==> src/rtl/robot_motion.sv <==
// robot_motion: turns front/turn decisions into timed motor actions with a settle pause and move counters
module robot_motion #(
  parameter int FWD_CYCLES   = 8,
  parameter int TURN_CYCLES  = 12,
  parameter int PAUSE_CYCLES = 2,
  parameter int CW           = 8
) (
  input  logic       clk,
  input  logic       reset,
  input  logic       front,
  input  logic       turn,
  output logic       mot_l_fwd,
  output logic       mot_l_rev,
  output logic       mot_r_fwd,
  output logic       mot_r_rev,
  output logic       busy,
  output logic       step_done,
  output logic [7:0] fwd_moves,
  output logic [7:0] turns
);
  typedef enum logic [1:0] {IDLE, FORWARD, TURN, SETTLE} state_t;
  state_t state, state_n;
  logic [CW-1:0] cnt, cnt_n;
  logic last;
  assign last = cnt == '0;
  assign mot_l_fwd = state == FORWARD || state == TURN;
  assign mot_l_rev = 1'b0;
  assign mot_r_fwd = state == FORWARD;
  assign mot_r_rev = state == TURN;
  assign busy = state != IDLE;
  // next state and duration reload; commands are only looked at in IDLE, turn wins
  always_comb begin
    state_n = state;
    cnt_n = cnt;
    case (state)
      IDLE: begin
        state_n = turn ? TURN : front ? FORWARD : IDLE;
        cnt_n = turn ? CW'(TURN_CYCLES - 1) : front ? CW'(FWD_CYCLES - 1) : cnt;
      end
      FORWARD, TURN: begin
        state_n = last ? SETTLE : state;
        cnt_n = last ? CW'(PAUSE_CYCLES - 1) : cnt - CW'(1);
      end
      default: begin
        state_n = last ? IDLE : SETTLE;
        cnt_n = last ? cnt : cnt - CW'(1);
      end
    endcase
  end
  // state, duration counter, completion strobe and wrap-around move counters
  always_ff @(posedge clk) begin
    if (reset) begin
      state <= IDLE;
      cnt <= '0;
      step_done <= 1'b0;
      fwd_moves <= '0;
      turns <= '0;
    end else begin
      state <= state_n;
      cnt <= cnt_n;
      step_done <= state == SETTLE && last;
      fwd_moves <= fwd_moves + 8'(state == FORWARD && last);
      turns <= turns + 8'(state == TURN && last);
    end
  end
endmodule

==> config.mk <==
export PLATFORM = sky130hd
export DESIGN_NAME = robot_motion
export DESIGN_NICKNAME = d
export VERILOG_FILES = /design/src/rtl/robot_motion.sv
export SDC_FILE = /design/constraint.sdc
export NUM_CORES = 1
export LEC_CHECK = 0
export ABC_CLOCK_PERIOD_IN_PS = 6900
export CORE_UTILIZATION = 35
export CTS_CLUSTER_DIAMETER = 150
export DETAILED_ROUTE_END_ITERATION = 8
export HOLD_SLACK_MARGIN = 0.06
export MAX_ROUTING_LAYER = met4
export PLACE_DENSITY = 0.66
export SETUP_SLACK_MARGIN = 0.05
export SLEW_MARGIN = 20
export SYNTH_ARGS = -nofsm -noshare
export SYNTH_HDL_FRONTEND = slang
export SYNTH_SLANG_ARGS = --single-unit
==> constraint.sdc <==
create_clock -name clk -period 6.9 [get_ports clk]
set_input_delay 1.035 -clock clk [delete_from_list [all_inputs] [get_ports clk]]
set_output_delay 1.035 -clock clk [all_outputs]
set_load 0.05 [all_outputs]
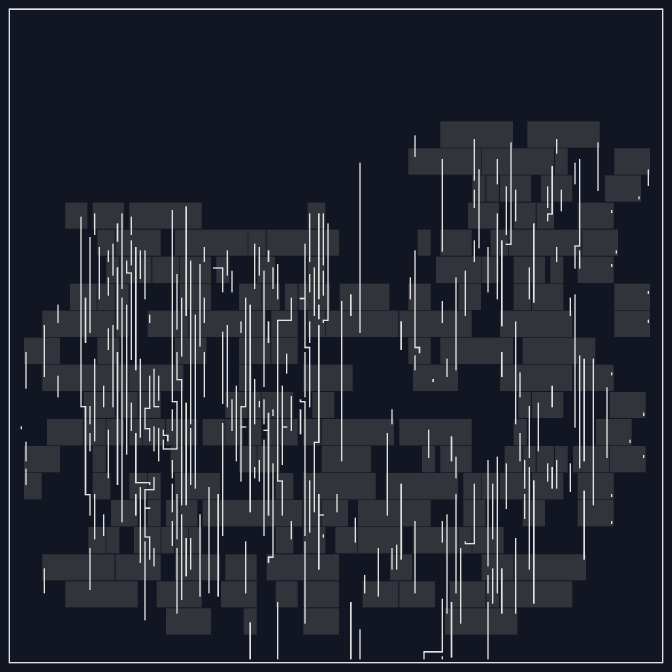
(images/layer_met2.png)
The longest straight run is 22.4 um. The layer holds 46% of the routed length. 159 nets have wire on it. The layer carries 1280 um of wire. The wires run mostly vertical.
detailed-route via count: 1153
met2 Use GR: 23.45%
Routed WL: 2.765 mm

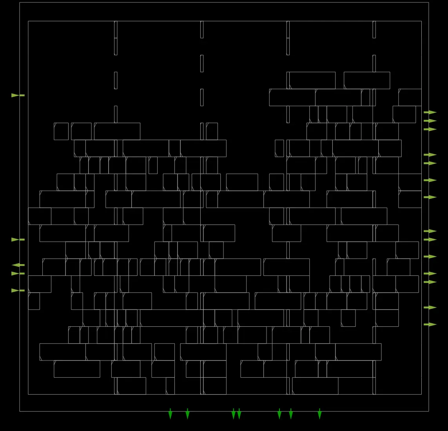
(images/placement.png)
Final Core Density: 45.75%
Non-Filler Instances: 230
Cell Rows: 22
Core Area: 3771 sq um
Fillers: 354

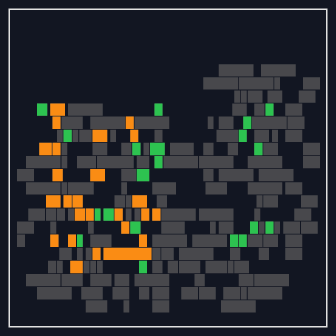
(images/logic_types.png)
Key: orange = aoi and oai cells [cells 25, most used a21oi_1]; green = nand cells [cells 20, most used nand3_1]
Commonest Layout Cell: dfxtp_1
Comb/total area: 47.21%

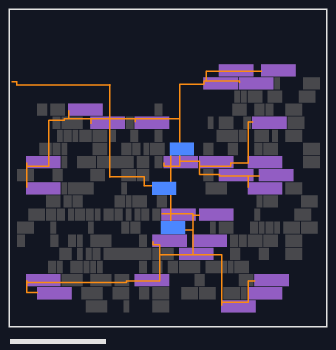
(images/clk_routes.png)
The bar under the picture is 20 um long.
Key: blue = clock drivers [count 3]; purple = flip-flops [count 27]; orange = clock wires [length 307 um]
There are 4 routed clock nets.
clk_lat worst skew: 270 ps
Clock Skews: 7.825 ps
clk pwr: 0.0899 mW
Clock power frac: 12.2%

==> impl_metrics.py <==
# Auto-generated metrics
metrics = {
    "drt": {
        "antenna_left": 0,
        "post-route-drc-count": 0,
        "avgRoutedWirePerCell_um": 12.02,
        "wl_met2_mm": 1.281,
        "drt_first_pass_iters": 4,
        "drt-met1-wl_mm": 1.353,
        "viasPerCell": 5.013,
        "top_layer": "met4",
        "dr_wl_met3_um": 95,
    },
    "power_and_ir_drop": {
        "p_leak_nw": 0.6920,
        "pwr-share-seq_pct": 28.7,
        "intPower_mw": 0.3854,
        "powerSeq_mw": 0.212,
        "p_per_area_nw_per_um2": 428.7,
        "comb-power_mw": 0.437,
        "p_sw_mw": 0.3542,
        "swShare_pct": 47.89,
    },
    "yosys": {
        "ys_area_sq_um": 1414,
        "synthArstFlopShare_pct": 0,
        "synth_nets": 174,
        "avgSynthCellArea_sq_um": 8.837,
        "netlist_area_sq_um": 1414,
        "top_area_share_pct": 38.23,
        "ys_warn_count": 0,
        "top_area_cell": "dfxtp_1",
        "ys_cells": 160,
        "syn_inst": 160,
        "ff_type": "dfxtp_1",
        "yosys.stat.seqShare_pct": 38.23,
        "synth_flops": 27,
        "area_leaders": "dfxtp_1 38%, ha_1 8.8%, nor2_1 6.6%, xor2_1 5.0%, nand3_1 4.6%",
        "edf_count": 0,
    },
    "worst_setup_path": {
        "cp.required_ps": 5860,
        "worstPathArrival_ps": 2000,
        "crit_type": "reg2out",
        "path_max_fanout": 5,
        "cp-end-kind": "output port",
    },
    "clocking": {
        "cts_setup_buffers": 0,
        "cts.sinks": 27,
        "cts_root_buf": "clkbuf_8",
        "hold_buffers": 0,
        "numCtsBuffers": 3,
        "cts_tree": "yes",
        "cts.path.max_buffers": 2,
        "clk_pin_slew_ps": 90,
        "htree_levels": 1,
    },
    "grt": {
        "met3_usage_pct": 2.431,
        "antenna_found_initial": 0,
        "grt_pass1_wl_mm": 4.885,
        "grt_pass1_vias": 1098,
        "grt_max_degree": 32,
        "grt_usage_pct": 14.81,
        "grtUsageMet1_pct": 18.80,
        "grt.busiest_layer": "met2",
    },
    "timing": {
        "finalSetupViolCount": 0,
        "fmax_mhz": 329.5,
        "worstMarginPinSlew_ps": 772.5,
        "setup_tns_ps": 0,
        "fin_crit_ps": 3035,
        "finalCritPeriodShare_pct": 43.99,
        "rsz0062_at_grt": "no",
        "whs_ps": 486.9,
        "slew_viol_final": 0,
        "relSlewSlack_pct": 48.10,
    },
    "layout": {
        "drive_above_1_share_pct": 6.593,
        "final_cell_area_sq_um": 1725,
        "layout_top_cells": "27 x dfxtp_1, 25 x nor2_1, 23 x clkdlybuf4s50_1",
        "nets": 197,
        "antennaDiodeCount": 0,
        "syn_to_final_growth_pct": 22.04,
    },
    "floorplanning": {
        "initial_utilization_pct": 37.49,
        "io_pins": 26,
        "chipArea_sq_um": 4297,
        "die_y_um": 65.56,
        "die_x_um": 65.56,
    },
    "placement": {
        "port_buffers": 24,
        "place_area_sq_um": 1682,
        "gp_congestion": 0.8273,
        "place_hpwl_mm": 2.037,
    },
    "status": {
        "status": "finished, final reports clean",
    },
    "run": {
        "drv_cap": 0,
        "warnings": 30,
    },
    "min_path": {
        "hold_path.class": "reg2reg",
    },
}
state kept, by name, summed over array words and instances (netlist names):
signal     cells
turns          8
state          2
cnt            8
step_done      1
fwd_moves      8
cell families (layout without fill, tap and decap cells):
kind of cell	count (synthesis)	after routing	share of synthesized area [%]
compound gates	27	27	13.98
flops	27	27	38.23
simple gates	70	70	27.08
xor+xnor	12	12	7.434
buf+inv	13	35	4.160
fa+ha+maj	10	10	8.850
other cells	1	1	0.2652
final cells by class:
cell class	count	area [sq um]
Fill cell	354	2046
Multi-Input combinational cell	120	814.5
Sequential cell	27	540.5
Timing Repair Buffer	24	235.2
Tap cell	48	60.06
Clock buffer	3	41.29
Inverter	7	26.28
Clock inverter	1	7.507
stage by stage:
step	total power [mW]	instances	worst slack, ps	utilization, %
2_1_floorplan	0.5568	160	4694	-
3_5_place_dp	0.6510	226	4149	44.59
6_report	0.7397	230	3865	45.75
4_1_cts	0.7427	230	3848	45.89
5_1_grt	0.7917	230	3765	45.75
3_3_place_gp	0.6422	226	4197	44.59
worst paths after layout:
kind                                from            to  slack (ps)  cells past startpoint
worst min register to register    cnt[5]        cnt[5]         490                      2
worst max-delay path            state[0]     mot_l_fwd        3860                      3
worst max register to register    cnt[0]  fwd_moves[7]        4340                     10
worst min-delay path              cnt[5]        cnt[5]         490                      2
synth_stat cells, types with 4 or more instances:
| cell | instances |
|---|---|
| dfxtp_1 | 27 |
| inv_1 | 7 |
| ha_1 | 10 |
| nor3_1 | 4 |
| nor2_1 | 25 |
| and3_1 | 4 |
| nand3_1 | 13 |
| o21ai_0 | 6 |
| nor2b_1 | 5 |
| a21oi_1 | 8 |
| xor2_1 | 8 |
| xnor2_1 | 4 |
worst max-delay path, cell delays in order (launching register included):
cell,delay (ps)
dfxtp_1,420
inv_1,90
ha_1,390
clkdlybuf4s50_1,840
Power and IR drop assume default switching activity.
